--- config.mk ---
export PLATFORM = sky130hd
export DESIGN_NAME = xmit_pkt_gen
export DESIGN_NICKNAME = d
export VERILOG_FILES = /design/src/rtl/xmit_pkt_gen.sv
export SDC_FILE = /design/constraint.sdc
export NUM_CORES = 1
export LEC_CHECK = 0
export CORE_AREA = 8 8 120 122
export CTS_CLUSTER_DIAMETER = 50
export DETAILED_ROUTE_END_ITERATION = 8
export DIE_AREA = 0 0 128 130
export GPL_TIMING_DRIVEN = 1
export PLACE_DENSITY_LB_ADDON = 0.25
export SLEW_MARGIN = 10
export SYNTH_ARGS = -nofsm -noshare
export SYNTH_HDL_FRONTEND = slang
export SYNTH_SLANG_ARGS = --single-unit
--- constraint.sdc ---
create_clock -name clk_sys -period 7.9 [get_ports clk_sys]
set_input_delay 1.58 -clock clk_sys [delete_from_list [all_inputs] [get_ports clk_sys]]
set_output_delay 1.58 -clock clk_sys [all_outputs]
set_load 0.03 [all_outputs]
--- src/rtl/xmit_pkt_gen.sv ---
// Packet stimulus generator for the transmit path.
// Emits header / body / trailer bytes with a control block on the first byte,
// supports back-to-back or gapped packets, hold, and graceful stop.
// Outputs are registered one stage behind the FSM; hold freezes both the FSM
// and the output stage so the pending byte is presented again on release.
module xmit_pkt_gen #(
    parameter int unsigned         DATA_W  = 8,
    parameter int unsigned         LEN_W   = 12,
    parameter int unsigned         CNT_W   = 16,
    parameter int unsigned         PAD_LEN = 4,
    parameter logic [DATA_W-1:0]   FILL    = 8'hFF
) (
    input  logic                 clk_sys,
    input  logic                 reset_n,
    input  logic                 start,
    input  logic                 stop,
    input  logic                 gen_hold,
    input  logic [LEN_W-1:0]     cfg_len,
    input  logic [CNT_W-1:0]     cfg_num_pkts,
    input  logic [7:0]           cfg_gap,
    input  logic                 cfg_mode,
    input  logic                 cfg_hi_priority,
    output logic [DATA_W-1:0]    gen_data,
    output logic                 gen_data_valid,
    output logic [2*LEN_W-1:0]   gen_ctrl,
    output logic                 gen_ctrl_valid,
    output logic                 gen_hi_priority,
    output logic                 busy,
    output logic                 done,
    output logic [CNT_W-1:0]     pkt_count
);

    typedef enum logic [2:0] {
        StIdle,
        StHead,
        StBody,
        StTail,
        StGap,
        StDone
    } state_t;

    localparam logic [LEN_W-1:0] MinLen  = LEN_W'(2 * PAD_LEN);
    localparam logic [LEN_W-1:0] PadLast = LEN_W'(PAD_LEN - 1);

    state_t             state_q, state_d;
    logic [LEN_W-1:0]   len_q;
    logic [LEN_W-1:0]   body_q;
    logic [CNT_W-1:0]   num_q;
    logic [7:0]         gap_cfg_q;
    logic               mode_q;
    logic [LEN_W-1:0]   idx_q, idx_d;
    logic [7:0]         gap_q, gap_d;
    logic [CNT_W-1:0]   cnt_q, cnt_d;
    logic               stop_pend_q, stop_pend_d;
    logic [DATA_W-1:0]  data_q, data_d;
    logic               dvalid_q, dvalid_d;
    logic               cvalid_q, cvalid_d;
    logic               prio_q;
    logic               busy_q, busy_d;
    logic               done_q;
    logic               latch_cfg;
    logic               sample_prio;
    logic               freeze;
    logic               run_last;
    logic               stop_now;
    logic [LEN_W-1:0]   eff_len;

    // Hold freezes everything except the idle state, so a start is never lost.
    assign freeze   = gen_hold && (state_q != StIdle);
    assign eff_len  = (cfg_len < MinLen) ? MinLen : cfg_len;
    assign run_last = (num_q != '0) && ((cnt_q + 1'b1) == num_q);
    assign stop_now = stop_pend_q | stop;

    // Next-state, byte generation and counter updates.
    always_comb begin
        state_d     = state_q;
        idx_d       = idx_q;
        gap_d       = gap_q;
        cnt_d       = cnt_q;
        data_d      = '0;
        dvalid_d    = 1'b0;
        cvalid_d    = 1'b0;
        latch_cfg   = 1'b0;
        sample_prio = 1'b0;
        unique case (state_q)
            StIdle: begin
                if (start) begin
                    state_d   = StHead;
                    idx_d     = '0;
                    cnt_d     = '0;
                    latch_cfg = 1'b1;
                end
            end
            StHead: begin
                dvalid_d    = 1'b1;
                cvalid_d    = (idx_q == '0);
                sample_prio = (idx_q == '0);
                if (idx_q == PadLast) begin
                    idx_d   = '0;
                    state_d = (body_q == '0) ? StTail : StBody;
                end else begin
                    idx_d = idx_q + 1'b1;
                end
            end
            StBody: begin
                dvalid_d = 1'b1;
                data_d   = mode_q ? DATA_W'(idx_q) : FILL;
                if (idx_q == body_q - 1'b1) begin
                    idx_d   = '0;
                    state_d = StTail;
                end else begin
                    idx_d = idx_q + 1'b1;
                end
            end
            StTail: begin
                dvalid_d = 1'b1;
                if (idx_q == PadLast) begin
                    idx_d = '0;
                    cnt_d = cnt_q + 1'b1;
                    if (run_last || stop_now) begin
                        state_d = StDone;
                    end else if (gap_cfg_q != 8'd0) begin
                        state_d = StGap;
                        gap_d   = 8'd0;
                    end else begin
                        state_d = StHead;
                    end
                end else begin
                    idx_d = idx_q + 1'b1;
                end
            end
            StGap: begin
                if (stop_now) begin
                    state_d = StDone;
                end else if (gap_q == gap_cfg_q - 8'd1) begin
                    state_d = StHead;
                end else begin
                    gap_d = gap_q + 8'd1;
                end
            end
            StDone: begin
                state_d = StIdle;
            end
            default: begin
                state_d = StIdle;
            end
        endcase
    end

    // Sticky stop request; start+stop together yields a single-packet run.
    always_comb begin
        stop_pend_d = stop_pend_q | stop;
        if (state_q == StIdle) begin
            stop_pend_d = start & stop;
        end else if (state_q == StDone && !freeze) begin
            stop_pend_d = 1'b0;
        end
    end

    // busy stays high through the done cycle and drops the cycle after.
    assign busy_d = (state_d != StIdle) || (state_q == StDone);

    // State, counters and output stage; all frozen while hold is applied.
    always_ff @(posedge clk_sys or negedge reset_n) begin
        if (!reset_n) begin
            state_q     <= StIdle;
            len_q       <= '0;
            body_q      <= '0;
            num_q       <= '0;
            gap_cfg_q   <= '0;
            mode_q      <= 1'b0;
            idx_q       <= '0;
            gap_q       <= '0;
            cnt_q       <= '0;
            stop_pend_q <= 1'b0;
            data_q      <= '0;
            dvalid_q    <= 1'b0;
            cvalid_q    <= 1'b0;
            prio_q      <= 1'b0;
            busy_q      <= 1'b0;
            done_q      <= 1'b0;
        end else begin
            stop_pend_q <= stop_pend_d;
            done_q      <= (state_q == StDone) && !freeze;
            if (!freeze) begin
                state_q  <= state_d;
                idx_q    <= idx_d;
                gap_q    <= gap_d;
                cnt_q    <= cnt_d;
                data_q   <= data_d;
                dvalid_q <= dvalid_d;
                cvalid_q <= cvalid_d;
                busy_q   <= busy_d;
                if (sample_prio) begin
                    prio_q <= cfg_hi_priority;
                end
                if (latch_cfg) begin
                    len_q     <= eff_len;
                    body_q    <= eff_len - MinLen;
                    num_q     <= cfg_num_pkts;
                    gap_cfg_q <= cfg_gap;
                    mode_q    <= cfg_mode;
                end
            end
        end
    end

    assign gen_data        = data_q;
    assign gen_data_valid  = dvalid_q & ~gen_hold;
    assign gen_ctrl_valid  = cvalid_q & ~gen_hold;
    assign gen_ctrl        = gen_ctrl_valid ? {len_q, len_q} : '0;
    assign gen_hi_priority = prio_q;
    assign busy            = busy_q;
    assign done            = done_q;
    assign pkt_count       = cnt_q;

endmodule

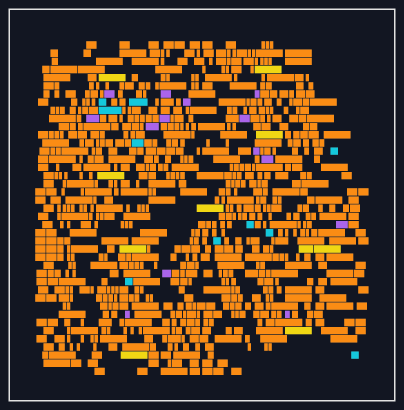
*Cell sizes after repair, run 1*
Scale: 3 px per µm.
| size | color | cells | share |
|---|---|---|---|
| x2 | purple | 14 | 1.8% |
| x1 and smaller | orange | 750 | 96% |
| x6 and larger | yellow | 10 | 1.3% |
| x3 and x4 | cyan | 10 | 1.3% |
final worst-path setup slack: 2.29 ns
Area Overhead vs Synth: 19.5%
design area: 0.00727 mm²

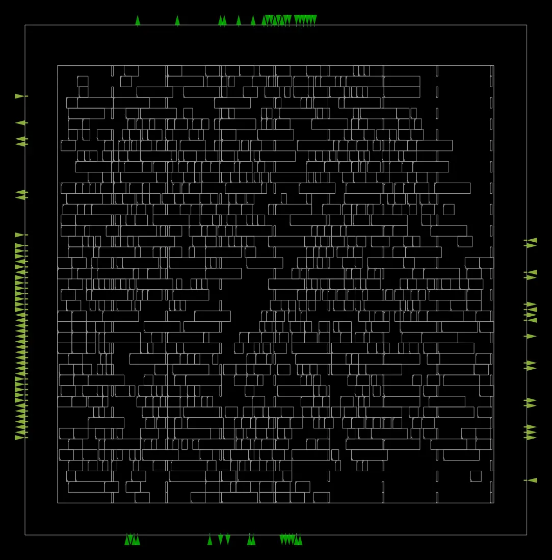
*Cell outlines without signal wires, run 1*
final non-filler cell total: 956
FP Rows: 41
Seq area share: 0.341
Tap Count: 172

==> impl_metrics.csv, run 1 <==
group,metric,value,unit
run_status,status,"finished, final reports clean",
final_timing,fmax,178,MHz
detailed_routing,routed_wl,15900,µm
pwr,vdd_ir_drop_max,111,µV
final_timing,post-route-period-util,0.711,
cts,clk_path_buf_depth,2,
setup_path,r2r_slack,4.34,ns
final_timing,slew_headroom,0.339,
layout,final_layout_top_logic_cells,"nand2_1 (148), dfrtp_1 (99), clkdlybuf4s50_1 (94), o21ai_0 (49)",
synth,syn_nets,779,
synth,postSynthSeqShare,0.407,
detailed_routing,route.detailed.wl_per_inst,16.7,µm
pwr,power_density,269,mW/mm²
synth,synth_async_sr_flop_share,1.00,
global_route,grt_pass1_vias,5385,
detailed_routing,postRouteAntennaNets,0,
setup_path,cp_cell_sequence,"clkdlybuf4s50_1 -> nor2b_1 -> and2_1 -> clkdlybuf4s50_1",
cts,cts_buffers,9,
setup_path,cp_common_cell,"clkdlybuf4s50_1",
synth,yosysUniqueCellTypes,68,
global_route,global_route.overflow_total,0,
setup_path,reg2reg_depth,8,
final_timing,setup_viol,0,
detailed_routing,vias,5520,
pwr,power.leakage,3.07,nW
cts,cts_resized,0,
final_timing,finalCriticalPeriod,5.61,ns
die,die_w,128,µm
placed_design,port_buffers,95,
synth,yosys_cells,728,
synth,synth_xor_xnor_area_share,0.0864,
setup_path,cp_num_cells,4,
global_route,grt_max_degree,54,
synth,syn_avg_cell_area,8.35,µm²
final_timing,holdWs,0.479,ns
synth,ys_warn_count,0,
cts,cts_root_buffer,"clkbuf_16",
min_path,worstHoldEndpoint,"len_q[8]$_DFFE_PN0P_",
global_route,grt_use_total,0.197,
detailed_routing,first_iter_violations,404,
synth,ys_chip_area,0.00608,mm²
die,io_pins,96,
setup_path,path_buffers,2,
final_timing,final_max_slew_viol_count,0,
cts,cts_tree,"done",
cts,postCtsHoldBufs,0,
synth,netlist_logic_family_top,"simple AND/OR/NAND/NOR gates",
final_timing,worst_slew_pin_slew,0.988,ns
layout,lay_top_count,"nand2_1",
min_path,hold_depth,2,
die,core_area,0.0124,mm²
final_timing,grt_setup_unrepaired,"no",
final_timing,finalHoldViolations,0,
final_timing,fin_tns_setup,0,ns
run,maxCapViolCount,0,
die,chip_area,0.0166,mm²
setup_path,crit_type,"in -> out",
cts,cts_setup_buffers,0,
synth,ff_type,"dfrtp_1",
detailed_routing,drc,0,
synth,postSynthCellCount,728,
setup_path,end_kind,"output port",
layout,nets,831,
die,fp_util,0.490,
setup_path,cp.arrival,4.03,ns
global_route,antenna_found_initial,0,
setup_path,max_stage_delay,0.80,ns
synth,synthesis.area,0.00608,mm²
layout,nFillCells,1148,
placed_design,dpl.hpwl,11400,µm
synth,ys.flops,99,
run,warning_count,28,
setup_path,r2r-start,"pkt_count[0]$_DFFE_PN0P_",
cts,clkSinkCount,99,
cts,clk_pin_slew,0.06,ns
setup_path,startpoint_type,"primary input",
detailed_routing,drt_first_pass_iters,6,
synth,ys_sh_mux,0.00350,
cts,clk_latency,0.36,ns
setup_path,reg2reg_to,"gap_q[1]$_DFFE_PN0P_",
layout,antennaDiodeCount,0,
synth,edf_count,0,
placed_design,place.gp.congestion,0.870,
setup_path,cp.required,6.32,ns
setup_path,critPathMaxFanout,18,
min_path,hold_path.startpoint,"len_q[8]$_DFFE_PN0P_",
layout,drive_above_1_share,0.0434,
cts,h-tree-depth,3,
setup_path,crit_family,"buffers and inverters",
final_timing,skew,0.0107,ns
min_path,min_path_type,"reg -> reg",
synth,synthSimpleGateAreaFrac,0.279,
synth,ys_sh_adder,0.0165,
synth,ys_sh_aoi,0.150,
detailed_routing,vias_per_cell,5.77,
die,fp.dieH,130,µm
setup_path,crit_slowest_cell,"nor2b_1",
placed_design,placed_area,0.00700,mm²
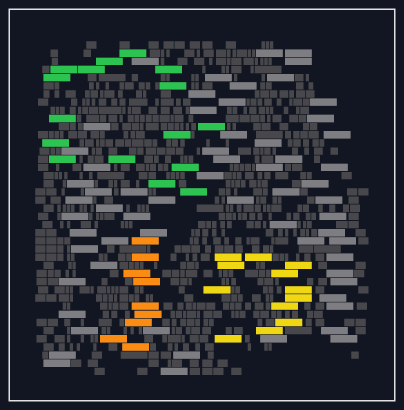
*Sequential cells grouped by signal name, run 1*
Scale: 3 px per µm. Other sequential cells in the stronger gray, the rest of the logic in the fainter gray.
| signal | color | flops |
|---|---|---|
| body_q | orange | 9 |
| pkt_count | green | 16 |
| idx_q | yellow | 12 |
P_seq: 855 µW
Sequential cell area: 0.00248 mm²
Core Util, Final: 0.585

-- run 1: metrics by stage --
step | worst slack (ns) | power (mW) | instances
detailed placement | 2.29 | 1.54 | 941
finish | 2.29 | 1.95 | 956
floorplan | 3.36 | 1.31 | 728
global placement | 2.33 | 1.51 | 941
CTS | 2.26 | 1.96 | 956
global route | 2.12 | 2.09 | 956
-- run 1: cell usage after synthesis, drive strengths merged (2+ instances only) --
| cell | number | share of area |
|---|---|---|
| a21o | 5 | 0.0062 |
| a31oi | 14 | 0.014 |
| a41oi | 3 | 0.0043 |
| nor2b | 11 | 0.011 |
| xnor2 | 34 | 0.049 |
| a22o | 9 | 0.013 |
| o22ai | 2 | 0.0021 |
| a21oi | 28 | 0.023 |
| o211ai | 2 | 0.0025 |
| o221ai | 2 | 0.0029 |
| xor2 | 26 | 0.037 |
| and3 | 11 | 0.012 |
| nor2 | 34 | 0.021 |
| o31ai | 7 | 0.0086 |
| ha | 8 | 0.016 |
| a211oi | 4 | 0.0049 |
| o21a | 3 | 0.0037 |
| o31a | 2 | 0.0029 |
| a41o | 2 | 0.0033 |
| nor3 | 21 | 0.018 |
| nand3b | 2 | 0.0025 |
| nor4b | 2 | 0.0029 |
| or3 | 6 | 0.0062 |
| clkbuf | 39 | 0.024 |
| nor3b | 3 | 0.0037 |
| o21ai | 49 | 0.040 |
| dfrtp | 99 | 0.41 |
| o41ai | 2 | 0.0029 |
| buf | 19 | 0.021 |
| or4 | 9 | 0.012 |
| nand2 | 148 | 0.091 |
| nor4 | 20 | 0.024 |
| nand3 | 27 | 0.025 |
| nand4 | 15 | 0.016 |
| inv | 18 | 0.011 |
| nand2b | 9 | 0.0093 |
| and2 | 15 | 0.015 |
-- run 1: per-layer routing --
metal / share of wire / up-vias / GRT usage / wire length, µm
met3: 0.060 / 24 / 0.0432 / 954
li1: - / 2645 / - / -
met2: 0.47 / 192 / 0.317 / 7410
met4: 0.022 / 0 / 0.0909 / 356
met5: 0 / - / 0 / 0
met1: 0.45 / 2659 / 0.249 / 7200
-- run 1: worst max-delay path by stage --
stage	from	endpoint	slack, ns
2_1_floorplan	gen_hold	gen_ctrl[14]	3.36
3_3_place_gp	gen_hold	gen_ctrl[9]	2.33
3_5_place_dp	gen_hold	gen_ctrl[20]	2.29
4_1_cts	gen_hold	gen_ctrl[20]	2.26
5_1_grt	gen_hold	gen_ctrl[11]	2.12
6_report	gen_hold	gen_ctrl[20]	2.29
-- run 1: report_power, final --
part           internal, mW  leakage [nW]  switching [mW]
sequential            0.656          1.27           0.199
combinational         0.319          1.67           0.365
clock                 0.219         0.130           0.195
total                  1.19          3.07           0.760
-- run 1: tightest hold or removal path: cells and delay by family (launching register included) --
| kind | cells | cell delay, ns |
|---|---|---|
| flip-flops | 1 | 0.34 |
| AND/OR/NAND/NOR | 2 | 0.11 |
-- run 1: cell type report --
cell class                 instances  area [µm²]  area share
sequential                        99        2480       0.341
timing repair buffer              99         978       0.135
clock inverter                     5        30.0     0.00413
clock buffer                      10         239      0.0329
inverter                          18        67.6     0.00930
tap                              172         215      0.0296
multi-input combinational        553        3260       0.448
### The metal 3 layer, run 1

Scale: 2 px per µm. Cells faint in the background.
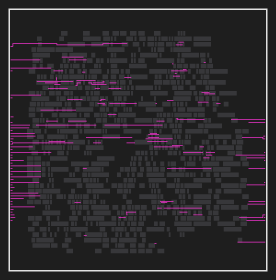

## Run 2: what changed since run 1
--- a/config.mk
+++ b/config.mk
@@ -5,10 +5,10 @@
 export SDC_FILE = /design/constraint.sdc
 export NUM_CORES = 1
 export LEC_CHECK = 0
-export CORE_AREA = 8 8 120 122
+export CORE_AREA = 8 8 121 123
 export CTS_CLUSTER_DIAMETER = 50
 export DETAILED_ROUTE_END_ITERATION = 8
-export DIE_AREA = 0 0 128 130
+export DIE_AREA = 0 0 129 131
 export GPL_TIMING_DRIVEN = 1
 export PLACE_DENSITY_LB_ADDON = 0.25
 export SLEW_MARGIN = 10
==> constraint.sdc (replaced) <==
create_clock -name clk_sys -period 4.97 [get_ports clk_sys]
set_input_delay 0.994 -clock clk_sys [delete_from_list [all_inputs] [get_ports clk_sys]]
set_output_delay 0.994 -clock clk_sys [all_outputs]
set_load 0.03 [all_outputs]
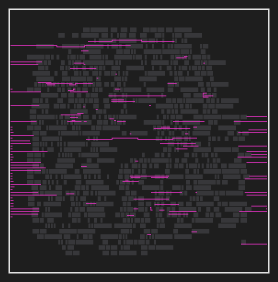
*The metal 3 layer, run 2*
Scale: 2 px per µm. Cells faint in the background.
main direction: horizontal
nets with wire on the layer: 106
wire length on this layer: 1010 µm
vias: 5507
met3 usage: 0.0479

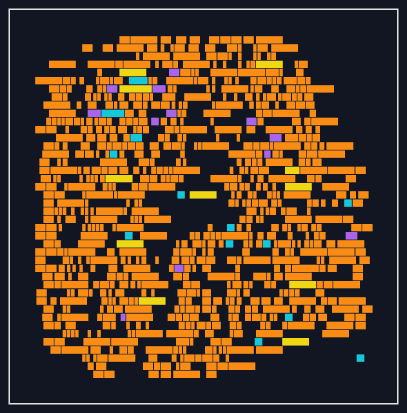
*Cell sizes after repair, run 2*
Scale: 3 px per µm.
| size | color | cells | share |
|---|---|---|---|
| x1 and smaller | orange | 752 | 95% |
| x3 and x4 | cyan | 13 | 1.6% |
| x2 | purple | 12 | 1.5% |
| x6 and larger | yellow | 11 | 1.4% |
count of non-CTS buffers in the layout: 102
final worst-path setup slack: 1.11 ns
design area: 0.00732 mm²
Area Overhead vs Synth: 20.4%

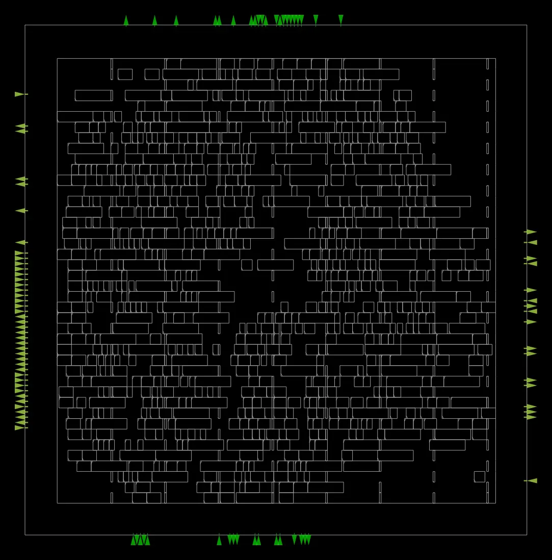
*Cell outlines without signal wires, run 2*
Core Util, Final: 0.569
FP Rows: 42
final non-filler cell total: 964
total core area: 0.0129 mm²

==> impl_metrics.csv, run 2 <==
group,metric,value,unit
run_status,status,"finished, final reports clean",
final_timing,fmax,259,MHz
setup_path,cp.arrival,2.87,ns
global_route,antenna_found_initial,0,
final_timing,fin_tns_setup,0,ns
synth,top_cell,"nand2_1",
run,maxCapViolCount,0,
cts,clk_latency,0.35,ns
layout,drive_above_1_share,0.0457,
final_timing,slew_headroom,0.357,
min_path,min_path_type,"reg -> reg",
pwr,power_density,430,mW/mm²
synth,postSynthCellCount,728,
setup_path,crit_type,"in -> out",
synth,postSynthSeqShare,0.407,
cts,cts_buffers,9,
setup_path,startpoint,"gen_hold",
setup_path,cp.required,3.98,ns
setup_path,crit_slowest_cell,"clkdlybuf4s50_1",
synth,yosysUniqueCellTypes,68,
synth,yosysTopAreaCellShare,0.407,
detailed_routing,drt_first_pass_iters,5,
detailed_routing,postRouteAntennaNets,0,
final_timing,post-route-period-util,0.777,
layout,final_layout_top_logic_cells,"nand2_1 (148), dfrtp_1 (99), clkdlybuf4s50_1 (94), o21ai_0 (49)",
setup_path,critPathMaxFanout,18,
final_timing,setup_viol,0,
detailed_routing,routed_wl,16000,µm
layout,nets,834,
die,die_w,129,µm
cts,clkSinkCount,99,
synth,syn_avg_cell_area,8.35,µm²
pwr,swShare,0.380,
die,fp_util,0.472,
cts,postCtsHoldBufs,0,
global_route,grt_use_total,0.194,
die,io_pins,96,
placed_design,place.gp.congestion,0.854,
synth,largest_area_cell,"dfrtp_1",
global_route,grt_max_degree,65,
layout,lay_top_count,"nand2_1",
cts,cts_resized,0,
pwr,p_int,1.95,mW
placed_design,placed_area,0.00702,mm²
synth,synth.area.top_cells,"dfrtp_1 (41%), nand2_1 (9.1%), xnor2_1 (4.9%)",
min_path,hold_path.startpoint,"len_q[3]$_DFFE_PN0P_",
pwr,vdd_ir_drop_max,182,µV
final_timing,skew,0.0101,ns
setup_path,startpoint_type,"primary input",
synth,edf_count,0,
layout,antennaDiodeCount,0,
global_route,grt_pass1_vias,5351,
synth,syn_nets,779,
cts,h-tree-depth,3,
pwr,power.leakage,3.09,nW
detailed_routing,vias_per_cell,5.71,
cts,cts_setup_buffers,0,
placed_design,port_buffers,95,
cts,cts_root_buffer,"clkbuf_16",
setup_path,r2r-start,"pkt_count[0]$_DFFE_PN0P_",
setup_path,max_stage_delay,0.72,ns
pwr,power_switching,1.20,mW
pwr,comb_power_share,0.342,
final_timing,worst_slew_pin_slew,0.961,ns
synth,ys_chip_area,0.00608,mm²
setup_path,end_kind,"output port",
placed_design,dpl.hpwl,11600,µm
setup_path,crit_family,"buffers and inverters",
cts,cts_tree,"done",
synth,netlist_top_cells_count,"nand2_1 (148), dfrtp_1 (99), o21ai_0 (49)",
setup_path,path_buffers,4,
synth,synthesis.area,0.00608,mm²
pwr,p_clk_frac,0.225,
die,fp.dieH,131,µm
synth,yosys_cells,728,
final_timing,grt_setup_unrepaired,"no",
cts,clk_pin_slew,0.06,ns
detailed_routing,first_iter_violations,391,
detailed_routing,route.detailed.wl_per_inst,16.6,µm
synth,synth_async_sr_flop_share,1.00,
die,chip_area,0.0169,mm²
final_timing,finalHoldViolations,0,
setup_path,cp_cell_sequence,"clkdlybuf4s50_1 -> buf_4 -> nor2b_1 -> buf_4 -> and2_1 -> clkdlybuf4s50_1",
run 2: cell counts after synthesis:
No cell type changed its count.
run 2: worst register-to-register path, delay by kind of cell (launching register included):
family	cells	cell delay (ns)
and+or+nand+nor	4	1.78
xor gates and xnor gates	1	0.15
adders and majority gates	1	0.35
DFF	1	0.48
AOI/OAI and AO/OA	2	0.63
run 2: per-stage QoR:
| step | std cells | worst slack [ns] | utilization | hold slack, ns | power [mW] |
|---|---|---|---|---|---|
| floorplan | 728 | 1.58 | - | 0.437 | 2.09 |
| global placement | 948 | 1.14 | 0.546 | 0.452 | 2.40 |
| detailed placement | 948 | 1.14 | 0.546 | 0.465 | 2.45 |
| CTS | 964 | 1.11 | 0.569 | 0.487 | 3.17 |
| global route | 964 | 1.04 | 0.569 | 0.499 | 3.37 |
| finish | 964 | 1.11 | 0.569 | 0.483 | 3.15 |
run 2: cell families (layout without fill, tap and decap cells):
| logic type | after synthesis | after routing | share of synthesized area |
|---|---|---|---|
| compound gates | 144 | 144 | 0.150 |
| xor+xnor | 60 | 60 | 0.0864 |
| fa+ha+maj | 8 | 8 | 0.0165 |
| buf+inv | 76 | 136 | 0.0568 |
| flops | 99 | 99 | 0.407 |
| mux | 2 | 2 | 0.00350 |
| simple gates | 339 | 339 | 0.279 |
run 2: path summary, 6_finish.rpt:
check                           slack, ns  depth (start not counted)                      end
max in group asynchronous            3.28                          2   body_q[11]$_DFFE_PN0P_
worst min-delay path                 0.48                          1     len_q[3]$_DFFE_PN0P_
worst max-delay path                 1.11                          6              gen_ctrl[3]
worst min register to register       0.48                          1     len_q[3]$_DFFE_PN0P_
min in group asynchronous            0.73                          1  gen_data[3]$_DFFE_PN0N_
worst max register to register       1.49                          8     gap_q[1]$_DFFE_PN0P_
run 2: layer usage:
layer  up-vias  share of wire  global-route usage
met5         -              0                   0
met2       172           0.46               0.311
met3        26          0.063              0.0479
li1       2657              -                   -
met1      2652           0.45               0.247
met4         0          0.023              0.0802
run 2: power groups by stage:
stage               registers [mW]  clock network, mW  logic (mW)
finish                        1.36              0.710        1.08
global route                  1.40              0.753        1.21
CTS                           1.36              0.723        1.08
detailed placement            1.37                  0        1.08
global placement              1.36                  0        1.04
floorplan                     1.31                  0       0.775
run 2: layout make-up:
class,count,area [µm²]
timing repair buffer,102,1000
inverter,18,67.6
tap,176,220
multi-input combinational,553,3260
fill,1141,5550
clock inverter,4,50.0
clock buffer,12,246
sequential,99,2480
### Sequential cells grouped by signal name, run 2

Scale: 3 px per µm. Other sequential cells in the stronger gray, the rest of the logic in the fainter gray.
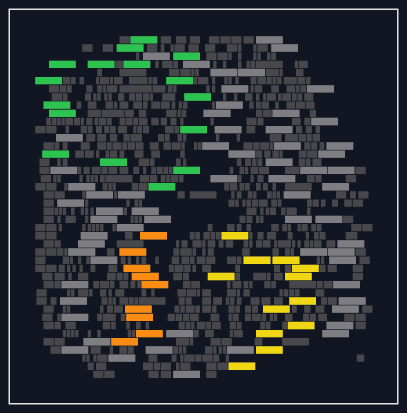

## Run 3: what changed since run 2
--- a/config.mk
+++ b/config.mk
@@ -5,10 +5,10 @@
 export SDC_FILE = /design/constraint.sdc
 export NUM_CORES = 1
 export LEC_CHECK = 0
-export CORE_AREA = 8 8 121 123
+export CORE_AREA = 8 8 120 122
 export CTS_CLUSTER_DIAMETER = 50
 export DETAILED_ROUTE_END_ITERATION = 8
-export DIE_AREA = 0 0 129 131
+export DIE_AREA = 0 0 128 130
 export GPL_TIMING_DRIVEN = 1
 export PLACE_DENSITY_LB_ADDON = 0.25
 export SLEW_MARGIN = 10
==> constraint.sdc (replaced) <==
create_clock -name clk_sys -period 3.7 [get_ports clk_sys]
set_input_delay 0.74 -clock clk_sys [delete_from_list [all_inputs] [get_ports clk_sys]]
set_output_delay 0.74 -clock clk_sys [all_outputs]
set_load 0.03 [all_outputs]
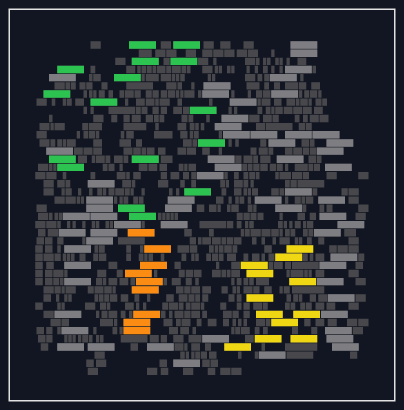
*Sequential cells grouped by signal name, run 3*
Scale: 3 px per µm. Other sequential cells in the stronger gray, the rest of the logic in the fainter gray.
| signal | color | flops |
|---|---|---|
| pkt_count | green | 16 |
| idx_q | yellow | 12 |
| body_q | orange | 9 |
not colored: 62
P_seq: 1.83 mW
Core Util, Final: 0.589
Seq area share: 0.339

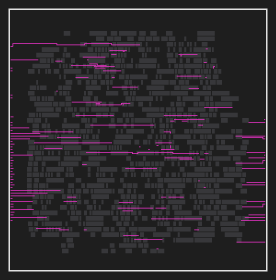
*The metal 3 layer, run 3*
Scale: 2 px per µm. Cells faint in the background.
nets with wire on the layer: 111
wire length on this layer: 1010 µm
longest straight run: 38.6 µm
share of all routed wire: 6.3%
main direction: horizontal
met3 usage: 0.0400
total routed wirelength: 16200 µm
vias: 5493

==> impl_metrics.csv, run 3 <==
group,metric,value,unit
synth,ys_warn_count,0,
cts,clk_path_buf_depth,2,
run_status,status,"finished, final reports clean",
layout,comb_area,0.00326,mm²
detailed_routing,drt_first_pass_iters,5,
pwr,vdd_ir_drop_max,294,µV
placed_design,place.gp.congestion,0.880,
synth,yosysTopAreaCellShare,0.407,
setup_path,reg2reg_to,"gap_q[1]$_DFFE_PN0P_",
cts,cts_resized,0,
layout,lay_top_count,"nand2_1",
pwr,power.share.sequential,0.422,
final_timing,skew,0.00537,ns
cts,h-tree-depth,3,
cts,clk_latency,0.36,ns
synth,ys_chip_area,0.00608,mm²
layout,nets,838,
final_timing,setup_viol,0,
final_timing,fin_tns_setup,0,ns
run,maxCapViolCount,0,
synth,yosysUniqueCellTypes,68,
setup_path,crit_type,"reg -> reg",
setup_path,reg2reg_depth,8,
layout,postLayoutCellArea,0.00731,mm²
placed_design,dpl.hpwl,11900,µm
synth,largest_area_cell,"dfrtp_1",
die,io_pins,96,
detailed_routing,vias_per_cell,5.70,
pwr,power.leakage,3.17,nW
layout,regArea,0.00248,mm²
die,chip_area,0.0166,mm²
layout,final_layout_top_logic_cells,"nand2_1 (148), dfrtp_1 (99), clkdlybuf4s50_1 (69), o21ai_0 (49), buf_4 (37)",
run,warning_count,28,
synth,ys_sh_adder,0.0165,
synth,synth_xor_xnor_area_share,0.0864,
synth,netlist_logic_family_top,"simple AND/OR/NAND/NOR gates",
pwr,p_clk_frac,0.239,
global_route,global_route.overflow_total,0,
global_route,antenna_found_initial,0,
setup_path,critPathMaxFanout,9,
synth,netlist_top_cells_count,"nand2_1 (148), dfrtp_1 (99), o21ai_0 (49)",
cts,cts_setup_buffers,0,
synth,ys.flops,99,
synth,yosys_cells,728,
placed_design,port_buffers,95,
setup_path,startpoint_type,"register",
synth,postSynthCellCount,728,
detailed_routing,postRouteAntennaNets,0,
die,fp_util,0.490,
synth,synth.area.top_cells,"dfrtp_1 (41%), nand2_1 (9.1%), xnor2_1 (4.9%)",
synth,syn_avg_cell_area,8.35,µm²
final_timing,finalHoldViolations,0,
synth,ys_sh_aoi,0.150,
pwr,comb_power_share,0.339,
setup_path,r2r_slack,0.26,ns
min_path,min_path_type,"in -> async",
global_route,grt_use_total,0.203,
pwr,power_switching,1.65,mW
cts,cts_root_buffer,"clkbuf_16",
final_timing,holdWs,0.422,ns
cts,postCtsHoldBufs,0,
final_timing,post-route-period-util,0.931,
setup_path,cp.arrival,3.69,ns
synth,top_cell,"nand2_1",
final_timing,slew_headroom,0.517,
detailed_routing,route.detailed.wl_per_inst,16.8,µm
final_timing,grt_setup_unrepaired,"no",
global_route,grt_pass1_wl,27100,µm
synth,ff_type,"dfrtp_1",
cts,clk_pin_slew,0.07,ns
cts,cts_buffers,9,
die,fp.dieH,130,µm
global_route,grt_pass1_vias,5535,
pwr,p_int,2.68,mW
global_route,grt_max_degree,53,
final_timing,final_max_slew_viol_count,0,
setup_path,cp.required,3.94,ns
pwr,power_density,592,mW/mm²
placed_design,placed_cells,948,
layout,stdcell_count,964,
synth,synthSimpleGateAreaFrac,0.279,
pwr,swShare,0.381,
final_timing,worst_slew_pin_slew,0.719,ns
setup_path,end_kind,"register",
layout,syn_to_final_growth,20.2,%
detailed_routing,first_iter_violations,406,
synth,synthesis.area,0.00608,mm²
detailed_routing,drc,0,
layout,antennaDiodeCount,0,
final_timing,finalCriticalPeriod,3.44,ns
final_timing,fmax,290,MHz
cts,clkSinkCount,99,
synth,ys_sh_mux,0.00350,
setup_path,r2r-start,"pkt_count[0]$_DFFE_PN0P_",
synth,syn_nets,779,
layout,drive_above_1_share,0.0846,
synth,postSynthSeqShare,0.407,
synth,synth_async_sr_flop_share,1.00,
die,die_w,128,µm
placed_design,placed_area,0.00699,mm²
cts,cts_tree,"done",
synth,edf_count,0,
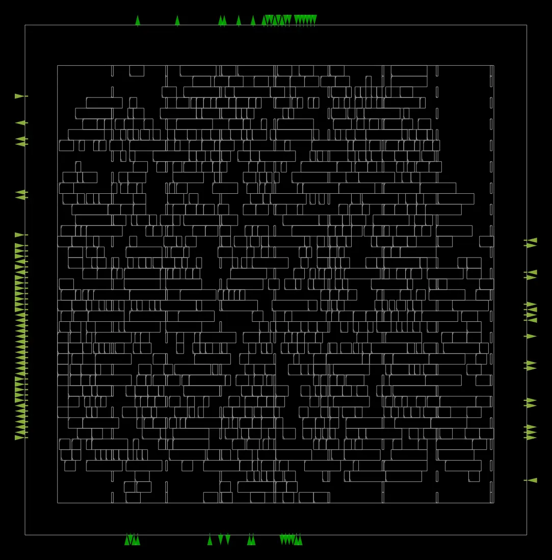
*Cell outlines without signal wires, run 3*
FP Rows: 41
Layout fillers: 1133
total core area: 0.0124 mm²
Flops: 99

run 3: power groups by stage:
stage               Clock [mW]  Sequential (mW)  Combinational [mW]
floorplan                    0             1.76                1.04
CTS                       1.05             1.82                1.47
finish                    1.03             1.83                1.47
detailed placement           0             1.84                1.46
global route              1.09             1.89                1.66
global placement             0             1.81                1.42
run 3: logic make-up (layout without fill, tap and decap cells):
family,Yosys count,after routing
AOI/OAI and AO/OA,144,144
xor gates and xnor gates,60,60
adders and majority gates,8,8
buffers and inverters,76,140
DFF,99,99
muxes,2,2
and+or+nand+nor,339,339
run 3: worst max-delay path: stages (launching register included):
cell     delay (ns)
dfrtp_1        0.48
ha_1           0.32
nand3_2        0.22
or4_1          0.61
xnor2_1        0.15
or4_1          0.40
or4_4          0.52
a22o_1         0.33
a32o_2         0.31
run 3: per-stage QoR:
stage / power [mW] / setup slack [ns]
finish: 4.33 / 0.256
global route: 4.63 / 0.0258
CTS: 4.35 / 0.278
detailed placement: 3.30 / 0.277
global placement: 3.23 / 0.369
floorplan: 2.80 / 0.311
run 3: how the worst max path moves through the flow:
stage,start,end,cells after the start,slack (ns)
finish,pkt_count[0]$_DFFE_PN0P_,gap_q[1]$_DFFE_PN0P_,8,0.26
global route,pkt_count[0]$_DFFE_PN0P_,gap_q[1]$_DFFE_PN0P_,8,0.03
floorplan,pkt_count[0]$_DFFE_PN0P_,gap_q[1]$_DFFE_PN0P_,9,0.31
CTS,pkt_count[0]$_DFFE_PN0P_,gap_q[1]$_DFFE_PN0P_,8,0.28
global placement,pkt_count[0]$_DFFE_PN0P_,gap_q[1]$_DFFE_PN0P_,8,0.37
detailed placement,pkt_count[0]$_DFFE_PN0P_,gap_q[1]$_DFFE_PN0P_,8,0.28
run 3: routing by layer:
layer | vias up | global-route usage | share of wire
li1 | 2654 | - | -
met3 | 30 | 0.0400 | 0.062
met4 | 0 | 0.106 | 0.028
met1 | 2624 | 0.256 | 0.45
met2 | 185 | 0.326 | 0.46
met5 | - | 0 | 0
run 3: layout make-up:
cell class,instances,area share
well taps,172,0.0294
inverters,18,0.00924
repair buffers,106,0.132
clock inverters,7,0.0137
clock buffers,9,0.0308
multi-input cells,553,0.446
flip-flops and latches,99,0.339
Power figures rest on the tool's default switching activity, not on a simulated workload.
